File: src/rtl/idit4_seq.sv
// rtl/idit4_seq.sv - 4-point radix-2 DIT inverse DFT on one shared butterfly; define IDIT_SCALE_EN for 1/4 scaling
module idit4_seq #(
    parameter int W = 9
) (
    input  logic                clk,
    input  logic                rst_n,
    input  logic                in_valid,
    output logic                in_ready,
    input  logic signed [W-1:0] in_re,
    input  logic signed [W-1:0] in_im,
    output logic                out_valid,
    input  logic                out_ready,
    output logic signed [W-1:0] out_re,
    output logic signed [W-1:0] out_im,
    output logic                busy
);

    typedef enum logic [1:0] {
        S_LOAD   = 2'd0,
        S_ST1    = 2'd1,
        S_ST2    = 2'd2,
        S_UNLOAD = 2'd3
    } state_t;

    state_t              r_state;
    state_t              w_next;
    logic [1:0]          r_cnt;
    logic signed [W-1:0] r_re [4];
    logic signed [W-1:0] r_im [4];

    logic                w_accept;
    logic                w_xfer;
    logic [1:0]          w_ia;
    logic [1:0]          w_ib;
    logic                w_jmul;
    logic [1:0]          w_oidx;
    logic signed [W:0]   w_ar, w_ai, w_xr, w_xi, w_br, w_bi;
    logic signed [W:0]   w_sr, w_si, w_dr, w_di;

    // Stage results leave the W+1-bit adder either halved (floor) or wrapped.
    function automatic logic signed [W-1:0] reduce(input logic signed [W:0] v);
`ifdef IDIT_SCALE_EN
        return W'(v >>> 1);
`else
        return W'(v);
`endif
    endfunction

    assign w_accept = in_valid & in_ready;
    assign w_xfer   = out_valid & out_ready;

    always_ff @(posedge clk or negedge rst_n) begin
        if (!rst_n) begin
            r_state <= S_LOAD;
        end else begin
            r_state <= w_next;
        end
    end

    always_comb begin
        w_next    = r_state;
        in_ready  = 1'b0;
        out_valid = 1'b0;
        busy      = 1'b1;
        case (r_state)
            S_LOAD: begin
                in_ready = 1'b1;
                busy     = (r_cnt != 2'd0);
                if (w_accept && r_cnt == 2'd3) w_next = S_ST1;
            end
            S_ST1: begin
                if (r_cnt == 2'd1) w_next = S_ST2;
            end
            S_ST2: begin
                if (r_cnt == 2'd3) w_next = S_UNLOAD;
            end
            S_UNLOAD: begin
                out_valid = 1'b1;
                if (w_xfer && r_cnt == 2'd3) w_next = S_LOAD;
            end
        endcase
    end

    // r_cnt keeps running through ST1 (0,1) and ST2 (2,3), so r_cnt[0] is the
    // sub-cycle. ST1 pairs (0,2),(1,3); ST2 pairs (0,1),(2,3) with +j on the
    // second pair, leaving the buffer as x0,x2,x1,x3 (bit-reversed).
    always_comb begin
        if (r_state == S_ST2) begin
            w_ia   = {r_cnt[0], 1'b0};
            w_ib   = {r_cnt[0], 1'b1};
            w_jmul = r_cnt[0];
        end else begin
            w_ia   = {1'b0, r_cnt[0]};
            w_ib   = {1'b1, r_cnt[0]};
            w_jmul = 1'b0;
        end
        w_ar = {r_re[w_ia][W-1], r_re[w_ia]};
        w_ai = {r_im[w_ia][W-1], r_im[w_ia]};
        w_xr = {r_re[w_ib][W-1], r_re[w_ib]};
        w_xi = {r_im[w_ib][W-1], r_im[w_ib]};
        if (w_jmul) begin
            w_br = -w_xi;
            w_bi = w_xr;
        end else begin
            w_br = w_xr;
            w_bi = w_xi;
        end
        w_sr = w_ar + w_br;
        w_si = w_ai + w_bi;
        w_dr = w_ar - w_br;
        w_di = w_ai - w_bi;
    end

    always_ff @(posedge clk or negedge rst_n) begin
        if (!rst_n) begin
            r_cnt <= 2'd0;
            for (int i = 0; i < 4; i++) begin
                r_re[i] <= '0;
                r_im[i] <= '0;
            end
        end else begin
            case (r_state)
                S_LOAD: begin
                    if (w_accept) begin
                        r_re[r_cnt] <= in_re;
                        r_im[r_cnt] <= in_im;
                        r_cnt       <= r_cnt + 2'd1;
                    end
                end
                S_ST1, S_ST2: begin
                    r_re[w_ia] <= reduce(w_sr);
                    r_im[w_ia] <= reduce(w_si);
                    r_re[w_ib] <= reduce(w_dr);
                    r_im[w_ib] <= reduce(w_di);
                    r_cnt      <= r_cnt + 2'd1;
                end
                S_UNLOAD: begin
                    if (w_xfer) r_cnt <= r_cnt + 2'd1;
                end
            endcase
        end
    end

    assign w_oidx = {r_cnt[0], r_cnt[1]};
    assign out_re = r_re[w_oidx];
    assign out_im = r_im[w_oidx];

endmodule

File: config.mk
export PLATFORM = sky130hd
export DESIGN_NAME = idit4_seq
export DESIGN_NICKNAME = d
export VERILOG_FILES = /design/src/rtl/idit4_seq.sv
export SDC_FILE = /design/constraint.sdc
export NUM_CORES = 1
export LEC_CHECK = 0
export CAP_MARGIN = 40
export CORE_MARGIN = 3
export CORE_UTILIZATION = 56
export DETAILED_ROUTE_END_ITERATION = 8
export PLACE_DENSITY = 0.79
export SLEW_MARGIN = 30
export SYNTH_ARGS = -nofsm -noshare
export SYNTH_HDL_FRONTEND = slang
export SYNTH_SLANG_ARGS = --single-unit
File: constraint.sdc
create_clock -name clk -period 5.04 [get_ports clk]
set_input_delay 0.756 -clock clk [delete_from_list [all_inputs] [get_ports clk]]
set_output_delay 0.756 -clock clk [all_outputs]
set_load 0.05 [all_outputs]
==> run_1/placement.png <==
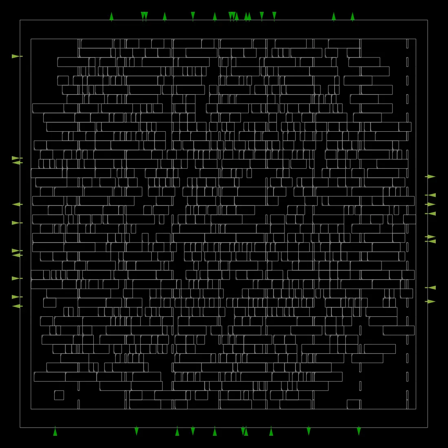
Final Core Density: 0.672
register share of the cell area: 0.230

==> run_1/sizes.png <==
Drawn at 4 px/um.
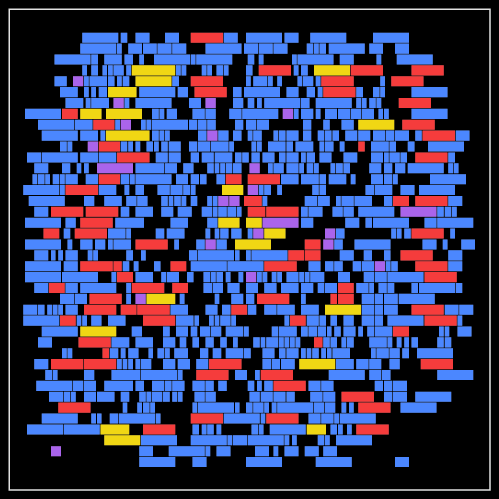
legend:
  blue:
    size: _0 and _1 cells
    cells: 692
    most_used: nor2_1
  red:
    size: _2 cells
    cells: 80
    most_used: mux4_2
  purple:
    size: _3 and _4 cells
    cells: 22
    most_used: buf_4
  yellow:
    size: _6 and larger
    cells: 20
    most_used: clkbuf_16
post-route cell area: 8280 um^2
area grow syn2layout: 14.1%
final worst slack: 0.248 ns

==> flow_metrics.py, run 1 <==
# Metrics from the implementation run
metrics = {
    "run": {
        "warnings": 52,
        "drv_cap": 0,
    },
    "worst_setup_path": {
        "cp_data_required_time_ns": 5.28,
        "crit_type": "flip-flop to flip-flop",
        "cp.arrival_ns": 5.03,
        "crit_start": "r_state[0]",
        "critPathCapture": "r_re[35]",
        "crit_path_end_kind": "flip-flop",
        "rrSetupSlack_ns": 0.25,
        "worstPathMaxFanout": 8,
    },
    "final_timing": {
        "finalSetupViolations": 0,
        "slew_headroom": 0.446,
        "rsz0062_at_grt": "false",
        "period_used_share": 0.951,
        "finalHoldViolations": 0,
        "slew_viol_final": 0,
        "tightest_slew_ns": 0.829,
        "fin_setup_tns_ns": 0,
        "finClkSkew_ns": 0.00958,
        "max_freq_mhz": 209,
    },
    "yosys": {
        "syn_avg_cell_area_um2": 9.23,
        "synth_top_cell_by_count": "nor2_1",
        "synth-xor-area-share": 0.0483,
        "synth_cell_types": 49,
        "ys_sh_mux": 0.198,
        "fa_ha_area_frac": 0.0921,
        "ys_sh_simple": 0.121,
        "async_reset_ff_frac": 1.00,
        "synth_flops": 76,
        "common_cells": "86 x nor2_1, 76 x dfrtp_1, 61 x nand2_1",
        "netlist_instances": 786,
        "top_area_cell": "dfrtp_1",
        "yosys_area_um2": 7250,
        "syn-cell-area_um2": 7250,
        "syn-num-nets": 859,
        "yosys.area.top_type_share": 0.262,
        "top_cells_by_area": "dfrtp_1 26%, mux4_2 16%, ha_1 8.1%",
        "yosysWarnings": 0,
        "synth_seq_share": 0.262,
        "edf_count": 0,
        "yosys.area_share.aoi": 0.222,
        "ys_cells": 786,
        "synth.logic.top_family": "AND-OR/OR-AND gates",
    },
    "drt": {
        "ant_nets": 0,
        "drtPass1Iterations": 6,
        "wl_per_cell_um": 25.1,
        "drcViolationCount": 0,
        "viasPerCell": 7.19,
        "drt_iter0_markers": 1058,
        "drt_wl_total_um": 24700,
        "vias": 7056,
    },
    "floorplanning": {
        "die-area_um2": 14400,
        "core-area_um2": 12300,
        "rows": 40,
        "fp_util": 0.589,
        "ios": 43,
    },
    "global_route": {
        "antenna_found_initial": 0,
        "met2_usage": 0.545,
        "grt_pass1_vias": 7231,
        "globalRouteMet1Util": 0.450,
        "grt_first_pass_wirelength_um": 39100,
        "grt_max_degree": 52,
        "grt_usage": 0.352,
    },
    "clock_network": {
        "post_cts_resized": 0,
        "clkSinkCount": 76,
        "clock_latency_ns": 0.36,
        "cts-hold-fix-buffers": 0,
        "cts_made_buffers": 9,
        "postCtsSetupBuffers": 0,
        "cts.path.max_buffers": 2,
        "clock-root-buffer": "clkbuf_16",
        "htreeDepth": 3,
        "cts_tree": "done",
    },
    "place": {
        "dpl-instance-area_um2": 7880,
        "gp_congestion": 1.07,
        "dp_hpwl_um": 16800,
    },
    "cells_and_area": {
        "lay_top_cells": "86 x nor2_1, 76 x dfrtp_1, 61 x nand2_1, 52 x mux4_2, 51 x inv_1",
        "regArea_um2": 1900,
        "final_nets": 882,
        "combGateArea_um2": 4970,
        "layout_top_cell": "nor2_1",
        "fillers": 1014,
        "layout-drive-gt1-share": 0.150,
        "num_antenna_cells": 0,
    },
    "min_path": {
        "hold_path_class": "primary input to asynchronous set/reset pin",
    },
    "outcome": {
        "status": "completed",
    },
}
==> run_1/io_fan.png <==
Drawn at 2 px/um.
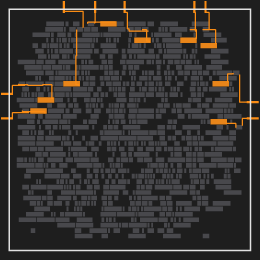
legend:
  orange:
    port: out_im
    bits: 9
    direction: output
    edge: 5 top, 2 left, 2 right
    end_cells: 9
    buffers: 9
    wire: 244 um

==> run_1/io_placement.png <==
Drawn at 4 px/um. Pins as bars across the die edge, other pins in grey.
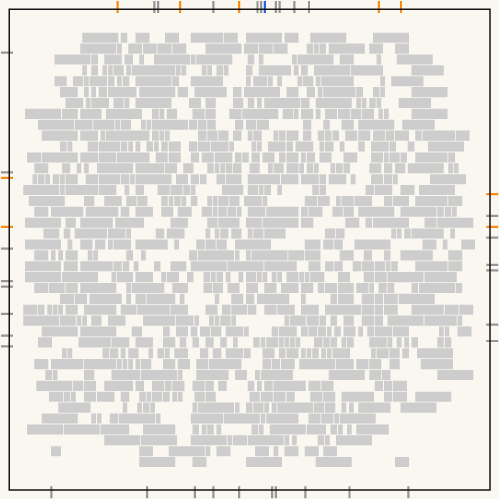
legend:
  blue:
    port: busy
    pins: 1
    direction: output
    edge: top
  orange:
    port: out_im
    pins: 9
    direction: output
    edge: 5 top, 2 left, 2 right
buffers added on ports: 42
die x size: 120 um
Die Ht: 120 um

run 1: critical path, cell delays in order (launching register included):
cell,delay (ns)
dfrtp_1,0.39
inv_1,0.09
ha_1,0.27
inv_1,0.19
ha_4,0.26
mux4_2,0.55
inv_1,0.10
ha_1,0.18
inv_1,0.06
nor3_1,0.41
xnor2_1,0.13
mux2_2,0.29
ha_1,0.41
nand2_1,0.09
a21oi_1,0.22
nor2_1,0.08
a211o_1,0.30
xor2_1,0.19
o22ai_1,0.11
a221o_1,0.34
run 1: metrics by stage:
stage / utilization / setup slack [ns] / std cells / hold WS, ns
after floorplan: - / 0.159 / 786 / 0.460
after global placement: 0.636 / 0.367 / 959 / 0.510
after detailed placement: 0.640 / 0.269 / 962 / 0.517
after CTS: 0.666 / 0.249 / 978 / 0.394
after global routing: 0.672 / 0.0312 / 982 / 0.416
final: 0.672 / 0.248 / 982 / 0.378
run 1: routing by layer:
layer	vias up	wire, um
met5	-	0
met4	0	1490
met3	151	2950
met2	575	11300
met1	3333	8960
li1	2997	-
run 1: final cells by class:
| type | instances | share of cell area |
|---|---|---|
| tap | 168 | 0.0254 |
| sequential | 76 | 0.230 |
| inverter | 51 | 0.0231 |
| multi-input combinational | 603 | 0.601 |
| clock buffer | 11 | 0.0293 |
| timing repair buffer | 68 | 0.0827 |
| clock inverter | 5 | 0.00907 |
run 1: cell families after synthesis:
group                    Yosys count
AND/OR/NAND/NOR                  202
AND-OR/OR-AND                    237
adder cells (fa/ha/maj)           51
flip-flops                        76
multiplexers                      73
buffers and inverters            107
XOR/XNOR                          40
run 1: flip-flops by register name (all words and copies together) (netlist names):
register  count
r_state       2
r_re         36
r_cnt         2
r_im         36
==> run_1/logic_types.png <==
Drawn at 4 px/um.
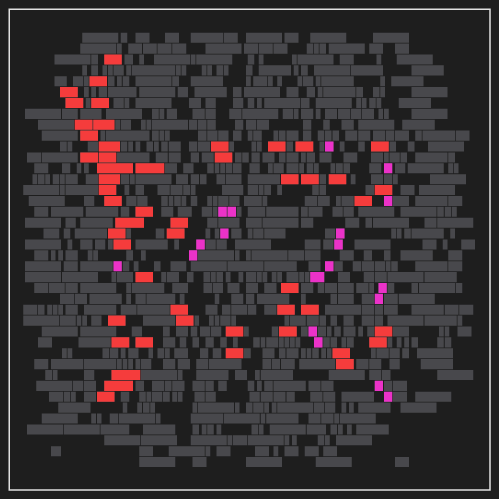

==> run 2, diff against run 1 <==
Settings changed: CORE_UTILIZATION 56 to 57, CTS_BUF_LIST from default to sky130_fd_sc_hd__clkbuf_8, PLACE_DENSITY 0.79 to 0.8.
==> run_2/logic_types.png <==
Drawn at 4 px/um.
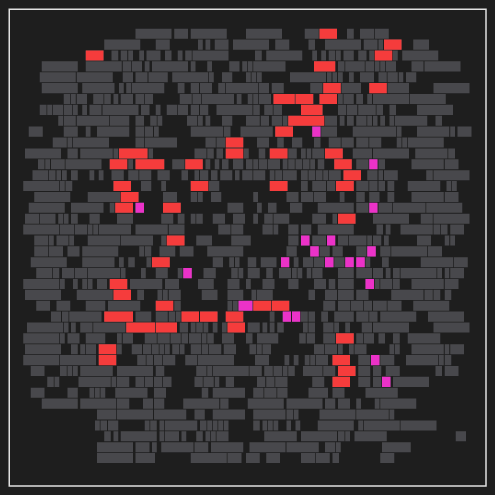
legend:
  red:
    family: adder and majority cells
    cells: 51
  magenta:
    family: AND and OR gates
    cells: 19

==> run_2/sizes.png <==
Drawn at 4 px/um.
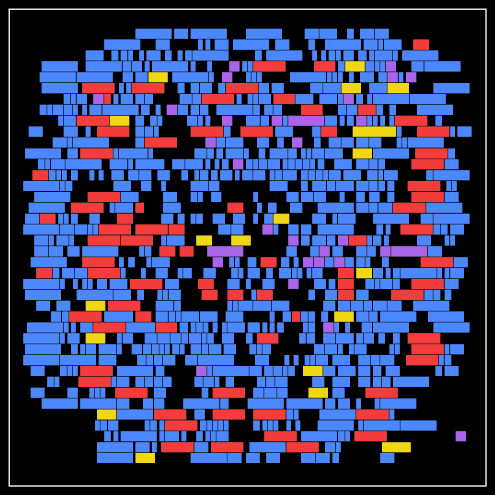
legend:
  yellow:
    size: _6 and larger
    cells: 19
    most_used: clkbuf_8
  red:
    size: _2 cells
    cells: 81
    most_used: mux4_2
  purple:
    size: _3 and _4 cells
    cells: 30
    most_used: buf_4
  blue:
    size: _0 and _1 cells
    cells: 688
    most_used: nor2_1
count of non-CTS buffers in the layout: 72
post-route cell area: 8180 um^2
area grow syn2layout: 12.8%
final worst slack: 0.318 ns

==> run 2 against run 1 <==
  * Final area fell by 1.1%
  * Non-clock buffer count rose by 4
  * Final cell count rose by 0.41%
  * Flip-flop count did not move
  * Sequential share of layout area rose by 0.26 points
  * Maximum frequency rose by 1.5%
  * Synthesized cell count did not move
  * Worst hold slack got worse by 0.039 ns
  * Core utilization fell by 0.21 points
  * Critical endpoint unchanged
==> flow_metrics.py, run 2 <==
# Metrics from the implementation run
metrics = {
    "place": {
        "dp_hpwl_um": 17300,
        "dpl-instance-area_um2": 7890,
        "gp_congestion": 1.03,
        "io_buffer_count": 42,
        "placed_cells": 967,
    },
    "global_route": {
        "grt_use_met3": 0.0850,
        "grt_pass1_vias": 7056,
        "grt_overflow_total": 0,
        "grt_first_pass_wirelength_um": 39000,
        "grt_usage": 0.353,
        "grt_max_degree": 40,
        "met2_usage": 0.542,
        "globalRouteMet1Util": 0.471,
        "antenna_found_initial": 0,
        "grt.busiest_layer": "met2",
    },
    "yosys": {
        "ys_cells": 786,
        "top_area_cell": "dfrtp_1",
        "synth_flops": 76,
        "synth_cell_types": 49,
        "netlist_instances": 786,
        "syn_avg_cell_area_um2": 9.23,
        "yosysWarnings": 0,
        "yosys.area.top_type_share": 0.262,
        "top_cells_by_area": "dfrtp_1 26%, mux4_2 16%, ha_1 8.1%",
        "synth_seq_share": 0.262,
        "yosys_most_used_dff": "dfrtp_1",
        "edf_count": 0,
        "async_reset_ff_frac": 1.00,
        "yosys_area_um2": 7250,
        "common_cells": "86 x nor2_1, 76 x dfrtp_1, 61 x nand2_1",
        "synth_top_cell_by_count": "nor2_1",
        "syn-num-nets": 859,
        "syn-cell-area_um2": 7250,
    },
    "worst_setup_path": {
        "cpPeakStageDelay_ns": 0.59,
        "cp_num_buf_inv": 2,
        "rrSetupSlack_ns": 0.32,
        "crit_type": "flip-flop to flip-flop",
        "start_kind": "flip-flop",
        "worstPathMaxFanout": 8,
        "cp_top_family": "AND-OR/OR-AND gates",
        "crit_path_end_kind": "flip-flop",
        "cp_data_required_time_ns": 5.31,
        "slowest_stage": "mux4_2",
        "cp.arrival_ns": 4.99,
        "crit_chain": "inv_1, ha_1, inv_1, ha_4, mux4_2, nor3_1, nand2_1, xor2_1, mux2_2, ha_1, o311a_1, o21bai_1, a21oi_1, xnor2_1, o22ai_1, a221o_1",
    },
    "floorplanning": {
        "core-area_um2": 12200,
        "die-area_um2": 14100,
        "ios": 43,
        "fp.dieH_um": 119,
        "rows": 40,
        "die_w_um": 119,
        "fp_util": 0.594,
    },
    "run": {
        "warnings": 52,
        "drv_cap": 0,
    },
    "final_timing": {
        "period_used_share": 0.937,
        "slew_headroom": 0.483,
        "max_freq_mhz": 212,
        "tightest_slew_ns": 0.770,
        "slew_viol_final": 0,
        "fin_setup_tns_ns": 0,
        "finalSetupViolations": 0,
        "rsz0062_at_grt": "false",
        "finalHoldViolations": 0,
        "finClkSkew_ns": 0.00740,
        "min_period_ns": 4.72,
        "whs_ns": 0.338,
    },
    "cells_and_area": {
        "layout-drive-gt1-share": 0.159,
        "final_nets": 886,
        "reg_top3": "r_im: 36 flops, r_re: 36 flops",
        "combGateArea_um2": 4980,
        "lay_top_cells": "86 x nor2_1, 76 x dfrtp_1, 61 x nand2_1, 52 x mux4_2, 51 x inv_1",
        "layout_top_cell": "nor2_1",
        "regArea_um2": 1900,
        "fin_cells": 986,
        "fillers": 999,
        "num_antenna_cells": 0,
    },
    "clock_network": {
        "htreeDepth": 3,
        "cts.path.max_buffers": 2,
        "cts.clk_slew.worst_paths_ns": 0.08,
        "clock_latency_ns": 0.39,
        "clock-root-buffer": "clkbuf_8",
        "cts_made_buffers": 9,
        "cts_tree": "done",
        "clkSinkCount": 76,
    },
    "drt": {
        "drcViolationCount": 0,
        "route.met3.wl_um": 3010,
        "wl_per_cell_um": 24.7,
        "met2RoutedLength_um": 11100,
        "drtPass1Iterations": 7,
        "drt_iter0_markers": 979,
        "vias": 7041,
        "drt_wl_total_um": 24300,
        "wl_met1_um": 9160,
        "topRoutingLayerUsed": "met4",
        "ant_nets": 0,
        "viasPerCell": 7.14,
    },
    "min_path": {
        "hold_path_class": "primary input to asynchronous set/reset pin",
    },
    "outcome": {
        "status": "completed",
    },
}
## run 2: cell counts after synthesis
Identical to the previous run, type by type.
## run 2: cell families after synthesis
| group | share of synthesized area |
|---|---|
| and+or+nand+nor | 0.121 |
| muxes | 0.198 |
| buffers and inverters | 0.0573 |
| xor gates and xnor gates | 0.0483 |
| DFF | 0.262 |
| adders and majority gates | 0.0921 |
| AOI/OAI and AO/OA | 0.222 |
## run 2: through the flow
stage	util	setup slack [ns]
after floorplan	-	0.159
after CTS	0.665	0.132
after global placement	0.644	0.371
after global routing	0.670	0.0123
final	0.670	0.318
after detailed placement	0.646	0.185
## run 2: worst paths after layout
check / from / to / cells after the start
min in group clk: r_re[12] / r_re[12] / 2
setup / recovery: r_state[0] / r_re[35] / 16
setup reg to reg: r_state[0] / r_re[35] / 16
max in group asynchronous: rst_n / r_im[28] / 2
hold / removal: rst_n / r_re[34] / 1
hold reg to reg: r_re[12] / r_re[12] / 2
## run 2: area by class of cell
type	count	area share
Clock buffer	13	0.0219
Clock inverter	3	0.00520
Inverter	51	0.0234
Multi-Input combinational cell	603	0.609
Sequential cell	76	0.232
Tap cell	168	0.0257
Timing Repair Buffer	72	0.0824
## run 2: what timing repair did
action	4_1_cts	5_1_grt
hold buffers	0	0
buffers inserted	0	0
gates resized	0	8
setup endpoints to repair	0	21
